--- src/rtl/matmul_pkg.sv ---
// rtl/matmul_pkg.sv - shared types and helpers for the matmul sequencer
package matmul_pkg;

  typedef enum logic [2:0] {
    ST_IDLE,
    ST_RUN,
    ST_DRAIN,
    ST_WRITE,
    ST_DONE
  } state_e;

  // Accumulator width: full product plus enough headroom for max_n additions.
  function automatic int acc_width(input int data_w, input int max_n);
    return 2 * data_w + $clog2(max_n);
  endfunction

  // A size is legal when it is in 1..max_n.
  function automatic logic size_legal(input logic [3:0] n, input int max_n);
    return (n != 4'd0) && (int'(n) <= max_n);
  endfunction

endpackage

--- src/rtl/matmul_mac.sv ---
// rtl/matmul_mac.sv - signed multiply-accumulate with OUT_W reduction (MATMUL_SAT_EN selects saturation)
module matmul_mac
  import matmul_pkg::*;
#(
  parameter int DATA_W = 8,
  parameter int MAX_N  = 4,
  parameter int OUT_W  = 16
) (
  input  logic                     clk,
  input  logic                     rst,
  input  logic                     valid_i,
  input  logic                     first_i,
  input  logic signed [DATA_W-1:0] a_i,
  input  logic signed [DATA_W-1:0] b_i,
  output logic        [OUT_W-1:0]  acc_out_o
`ifdef MATMUL_SAT_EN
  , output logic                   sat_o
`endif
);

  localparam int ACC_W = acc_width(DATA_W, MAX_N);

  logic signed [2*DATA_W-1:0] prod;
  logic signed [ACC_W-1:0]    acc_q;

  assign prod = a_i * b_i;

  // First product of an element loads the accumulator, later ones add to it.
  always_ff @(posedge clk or posedge rst) begin
    if (rst) begin
      acc_q <= '0;
    end else if (valid_i) begin
      acc_q <= first_i ? ACC_W'(prod) : acc_q + ACC_W'(prod);
    end
  end

`ifdef MATMUL_SAT_EN
  localparam logic signed [ACC_W-1:0] SAT_HI = ACC_W'((2 ** (OUT_W - 1)) - 1);
  localparam logic signed [ACC_W-1:0] SAT_LO = ACC_W'(-(2 ** (OUT_W - 1)));

  // Clip the accumulator into the signed OUT_W range and flag any clipping.
  always_comb begin
    sat_o     = 1'b0;
    acc_out_o = acc_q[OUT_W-1:0];
    if (acc_q > SAT_HI) begin
      sat_o     = 1'b1;
      acc_out_o = {1'b0, {(OUT_W-1){1'b1}}};
    end else if (acc_q < SAT_LO) begin
      sat_o     = 1'b1;
      acc_out_o = {1'b1, {(OUT_W-1){1'b0}}};
    end
  end
`else
  assign acc_out_o = acc_q[OUT_W-1:0];
`endif

endmodule

--- src/rtl/matmul_sequencer.sv ---
// rtl/matmul_sequencer.sv - sequences one MAC over C = A x B (MATMUL_SAT_EN adds saturation and sat_flag)
module matmul_sequencer
  import matmul_pkg::*;
#(
  parameter int MAX_N  = 4,
  parameter int DATA_W = 8,
  parameter int OUT_W  = 16,
  parameter int ADDR_W = 4
) (
  input  logic                     clk,
  input  logic                     rst,
  input  logic                     start,
  input  logic        [3:0]        size_n,
  output logic                     busy,
  output logic                     done,
  output logic                     err,
  output logic                     rd_en,
  output logic        [ADDR_W-1:0] a_addr,
  output logic        [ADDR_W-1:0] b_addr,
  input  logic signed [DATA_W-1:0] a_rdata,
  input  logic signed [DATA_W-1:0] b_rdata,
  output logic                     c_we,
  output logic        [ADDR_W-1:0] c_addr,
  output logic        [OUT_W-1:0]  c_wdata
`ifdef MATMUL_SAT_EN
  , output logic                   sat_flag
`endif
);

  state_e            state_q, state_d;
  logic [3:0]        n_q, n_d;
  logic [3:0]        i_q, i_d, j_q, j_d, k_q, k_d;
  logic [ADDR_W-1:0] row_base_q, row_base_d;  // i*n
  logic [ADDR_W-1:0] k_base_q, k_base_d;      // k*n
  logic              err_q, err_d;
  logic              valid_q, first_q;
  logic [ADDR_W-1:0] n_ext;
`ifdef MATMUL_SAT_EN
  logic              sat_flag_q, sat_flag_d;
  logic              mac_sat;
`endif

  assign n_ext = ADDR_W'(n_q);

  // State, counters, address bases and the one-cycle read-data qualifiers.
  always_ff @(posedge clk or posedge rst) begin
    if (rst) begin
      state_q    <= ST_IDLE;
      n_q        <= '0;
      i_q        <= '0;
      j_q        <= '0;
      k_q        <= '0;
      row_base_q <= '0;
      k_base_q   <= '0;
      err_q      <= 1'b0;
      valid_q    <= 1'b0;
      first_q    <= 1'b0;
`ifdef MATMUL_SAT_EN
      sat_flag_q <= 1'b0;
`endif
    end else begin
      state_q    <= state_d;
      n_q        <= n_d;
      i_q        <= i_d;
      j_q        <= j_d;
      k_q        <= k_d;
      row_base_q <= row_base_d;
      k_base_q   <= k_base_d;
      err_q      <= err_d;
      valid_q    <= (state_q == ST_RUN);
      first_q    <= (state_q == ST_RUN) && (k_q == 4'd0);
`ifdef MATMUL_SAT_EN
      sat_flag_q <= sat_flag_d;
`endif
    end
  end

  // Next-state, loop counter stepping and strobes.
  always_comb begin
    state_d    = state_q;
    n_d        = n_q;
    i_d        = i_q;
    j_d        = j_q;
    k_d        = k_q;
    row_base_d = row_base_q;
    k_base_d   = k_base_q;
    err_d      = 1'b0;
`ifdef MATMUL_SAT_EN
    sat_flag_d = sat_flag_q;
`endif
    unique case (state_q)
      ST_IDLE: begin
        if (start) begin
          if (size_legal(size_n, MAX_N)) begin
            n_d        = size_n;
            i_d        = '0;
            j_d        = '0;
            k_d        = '0;
            row_base_d = '0;
            k_base_d   = '0;
            state_d    = ST_RUN;
`ifdef MATMUL_SAT_EN
            sat_flag_d = 1'b0;
`endif
          end else begin
            err_d = 1'b1;
          end
        end
      end
      ST_RUN: begin
        if (k_q == n_q - 4'd1) begin
          k_d      = '0;
          k_base_d = '0;
          state_d  = ST_DRAIN;
        end else begin
          k_d      = k_q + 4'd1;
          k_base_d = k_base_q + n_ext;
        end
      end
      ST_DRAIN: state_d = ST_WRITE;
      ST_WRITE: begin
`ifdef MATMUL_SAT_EN
        if (mac_sat) sat_flag_d = 1'b1;
`endif
        state_d = ST_RUN;
        if (j_q == n_q - 4'd1) begin
          j_d        = '0;
          i_d        = i_q + 4'd1;
          row_base_d = row_base_q + n_ext;
          if (i_q == n_q - 4'd1) state_d = ST_DONE;
        end else begin
          j_d = j_q + 4'd1;
        end
      end
      ST_DONE: state_d = ST_IDLE;
      default: state_d = ST_IDLE;
    endcase
  end

  assign busy   = (state_q != ST_IDLE);
  assign done   = (state_q == ST_DONE);
  assign err    = err_q;
  assign rd_en  = (state_q == ST_RUN);
  assign c_we   = (state_q == ST_WRITE);
  assign a_addr = row_base_q + ADDR_W'(k_q);
  assign b_addr = k_base_q + ADDR_W'(j_q);
  assign c_addr = row_base_q + ADDR_W'(j_q);
`ifdef MATMUL_SAT_EN
  assign sat_flag = sat_flag_q;
`endif

  matmul_mac #(
    .DATA_W(DATA_W),
    .MAX_N (MAX_N),
    .OUT_W (OUT_W)
  ) u_mac (
    .clk      (clk),
    .rst      (rst),
    .valid_i  (valid_q),
    .first_i  (first_q),
    .a_i      (a_rdata),
    .b_i      (b_rdata),
    .acc_out_o(c_wdata)
`ifdef MATMUL_SAT_EN
    , .sat_o  (mac_sat)
`endif
  );

endmodule

--- config.mk ---
export PLATFORM = sky130hd
export DESIGN_NAME = matmul_sequencer
export DESIGN_NICKNAME = d
export VERILOG_FILES = /design/src/rtl/matmul_pkg.sv /design/src/rtl/matmul_mac.sv /design/src/rtl/matmul_sequencer.sv
export SDC_FILE = /design/constraint.sdc
export NUM_CORES = 1
export LEC_CHECK = 0
export ABC_AREA = 1
export CAP_MARGIN = 30
export CORE_UTILIZATION = 55
export CTS_CLUSTER_DIAMETER = 80
export CTS_CLUSTER_SIZE = 16
export DETAILED_ROUTE_END_ITERATION = 16
export HOLD_SLACK_MARGIN = 0.03
export PLACE_DENSITY = 0.73
export SLEW_MARGIN = 20
export SYNTH_ARGS = -nofsm -noshare
export SYNTH_HDL_FRONTEND = slang
export SYNTH_SLANG_ARGS = --single-unit
--- constraint.sdc ---
create_clock -name clk -period 2.66 [get_ports clk]
set_input_delay 0.532 -clock clk [delete_from_list [all_inputs] [get_ports clk]]
set_output_delay 0.532 -clock clk [all_outputs]
set_load 0.05 [all_outputs]
Figure 1. Clock wiring as the flow saved it.
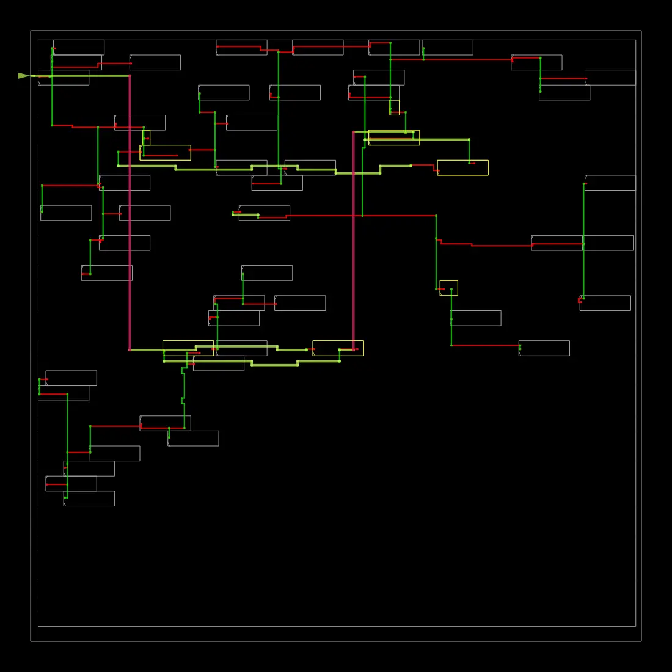
clock buffer count: 6
flip-flops: 46

Figure 2. The metal 1 layer.
Scale: 2 px per µm. Supply wires on this layer in gray.
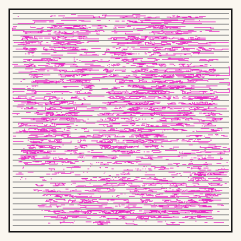
longest straight run: 29.9 µm
nets with wire on the layer: 1107
main direction: horizontal

Figure 3. M3 wires.
Scale: 4 px per µm.
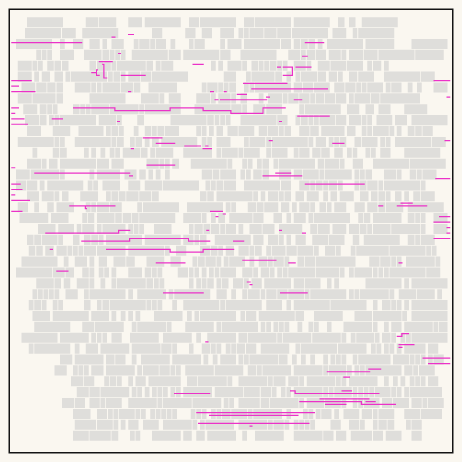
nets with wire on the layer: 81
share of all routed wire: 3.6%

==> impl_metrics.env <==
# flow metrics
export IMPL_outcome="finished with violations"
export IMPL_violations="setup timing"
export IMPL_final_min_clock_period_ns=5.036
export IMPL_clockRootBuffer="clkbuf_16"
export IMPL_chipArea_mm2=0.01221
export IMPL_r2r_cells=10
export IMPL_first_pass_iters=7
export IMPL_most_common_layout_cells="194 x nand2_1, 169 x inv_1, 95 x buf_4, 57 x fa_1, 46 x dfrtp_1"
export IMPL_overflow=0
export IMPL_fin_area_mm2=0.009091
export IMPL_cts_buffers=5
export IMPL_final_layout_top_logic_cell="nand2_1"
export IMPL_n_fill_cell=779
export IMPL_grtUsageMet3=0.05049
export IMPL_synth_area_per_cell_um2=7.210
export IMPL_yosys_stat_cells=898
export IMPL_ys_seq_frac=0.1778
export IMPL_netlist_instances=898
export IMPL_die_w_um=110.5
export IMPL_path_buffers=9
export IMPL_antenna_cells=0
export IMPL_ys_warn_count=0
export IMPL_grt_max_degree=47
export IMPL_worstSetupStartpointType="input port"
export IMPL_holdBufCountCts=0
export IMPL_place_area_mm2=0.008044
export IMPL_crit_cells=31
export IMPL_crit_start="a_rdata[7]"
export IMPL_grt_busiest_layer="met2"
export IMPL_fp_dieH_um=110.5
export IMPL_grt_pass1_vias=6505
export IMPL_period_used=1.893
export IMPL_cts_setup_buffers=20
export IMPL_largest_reg_flops=16
export IMPL_maxCapViolCount=0
export IMPL_cts_tree="yes"
export IMPL_final_setup_worst_slack_ns=-2.376
export IMPL_fin_nets=1195
export IMPL_post_synth_num_cell_types=38
export IMPL_crit_required_ns=2.86
export IMPL_setup_viol=13
export IMPL_syn_num_nets=1046
export IMPL_min_delay_path_class="reg -> reg"
export IMPL_final_layout_size_suffix_gt1_frac=0.3111
export IMPL_dr_wl_met2_mm=9.554
export IMPL_cts_resized=161
export IMPL_crit_path_end_kind="flip-flop"
export IMPL_fin_setup_tns_ns=-22.92
export IMPL_wl_per_cell_um=15.14
export IMPL_clk_latency_ns=0.31
export IMPL_drt_iter0_drc=356
export IMPL_met2_usage=0.5491
export IMPL_whs_path_depth=2
export IMPL_worst_pin_slew_ns=0.5957
export IMPL_crit_fanout=6
export IMPL_rrSetupSlack_ns=0.40
export IMPL_dr_wl_met3_um=653
export IMPL_viasPerCell=5.241
export IMPL_ys_area_mm2=0.006475
export IMPL_ys_ff=46
export IMPL_htreeDepth=2
export IMPL_io_pins=56
export IMPL_clock_path_buffers=2
export IMPL_hold_end="k_base_q[0]"
export IMPL_drc=0
export IMPL_io_buffers=55
export IMPL_hold_viol_final=0
export IMPL_top_layer_used="met4"
export IMPL_gp_congestion=0.9435
export IMPL_rows=39
export IMPL_crit_arrival_ns=5.24
export IMPL_r2r_start="n_ext[0]"
export IMPL_ff_type="dfrtp_1"
export IMPL_async_flop_share=1.000
export IMPL_m1WireLength_mm=7.162
export IMPL_place_ws_ns=-3.148
Figure 4. Clock wires, drivers and flops.
Scale: 3 px per µm.
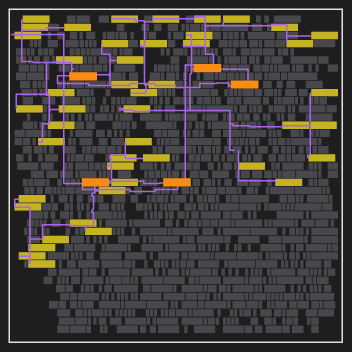
legend:
  purple:
    item: clock wires
    length: 837 µm
  orange:
    item: clock drivers
    count: 5
  yellow:
    item: flip-flops
    count: 46
flops lie: widely spread

Figure 5. Cell density map.
Scale: 3 px per µm. 11 x 11 tiles, from white (low) to dark blue (high), 0 to 100% covered.
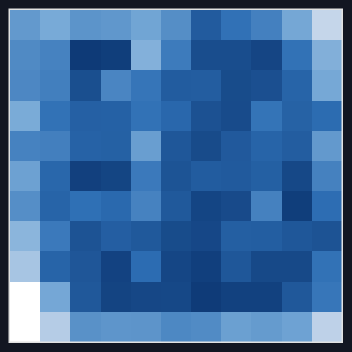
nearly empty tiles: 1.7%
fullest tile: 96%
emptiest ninth of the die: bottom left

==> kinds of logic after synthesis <==
logic type | Yosys count | share of synthesized area
adders and majority gates | 125 | 0.3123
xor gates and xnor gates | 44 | 0.06184
DFF | 46 | 0.1778
buffers and inverters | 231 | 0.1343
AOI/OAI and AO/OA | 82 | 0.06860
and+or+nand+nor | 370 | 0.2452
==> worst min-delay path, cell delays in order (launching register included) <==
cell and delay [ns]:
dfrtp_1 0.38, nand2_1 0.06, nand2_1 0.06
==> area by class of cell <==
| type | count | area (µm²) | area share |
|---|---|---|---|
| Clock inverter | 2 | 13.76 | 0.001514 |
| Clock buffer | 6 | 128.9 | 0.01418 |
| Timing Repair Buffer | 162 | 1479 | 0.1627 |
| Multi-Input combinational cell | 621 | 5335 | 0.5868 |
| Inverter | 211 | 804.5 | 0.08849 |
| Tap cell | 143 | 178.9 | 0.01968 |
| Sequential cell | 46 | 1151 | 0.1266 |
==> cells in the mapped netlist, types with 7 or more instances <==
| master | instances | area, µm² |
|---|---|---|
| a21oi_1 | 38 | 190.2 |
| clkbuf_1 | 19 | 71.32 |
| dfrtp_1 | 46 | 1151 |
| fa_1 | 61 | 1221 |
| ha_1 | 64 | 800.8 |
| inv_1 | 206 | 773.2 |
| nand2_1 | 234 | 878.3 |
| nand3_1 | 53 | 265.3 |
| nor2_1 | 47 | 176.4 |
| o21ai_0 | 25 | 125.1 |
| or2_2 | 7 | 43.79 |
| xnor2_1 | 20 | 175.2 |
| xor2_1 | 22 | 192.7 |
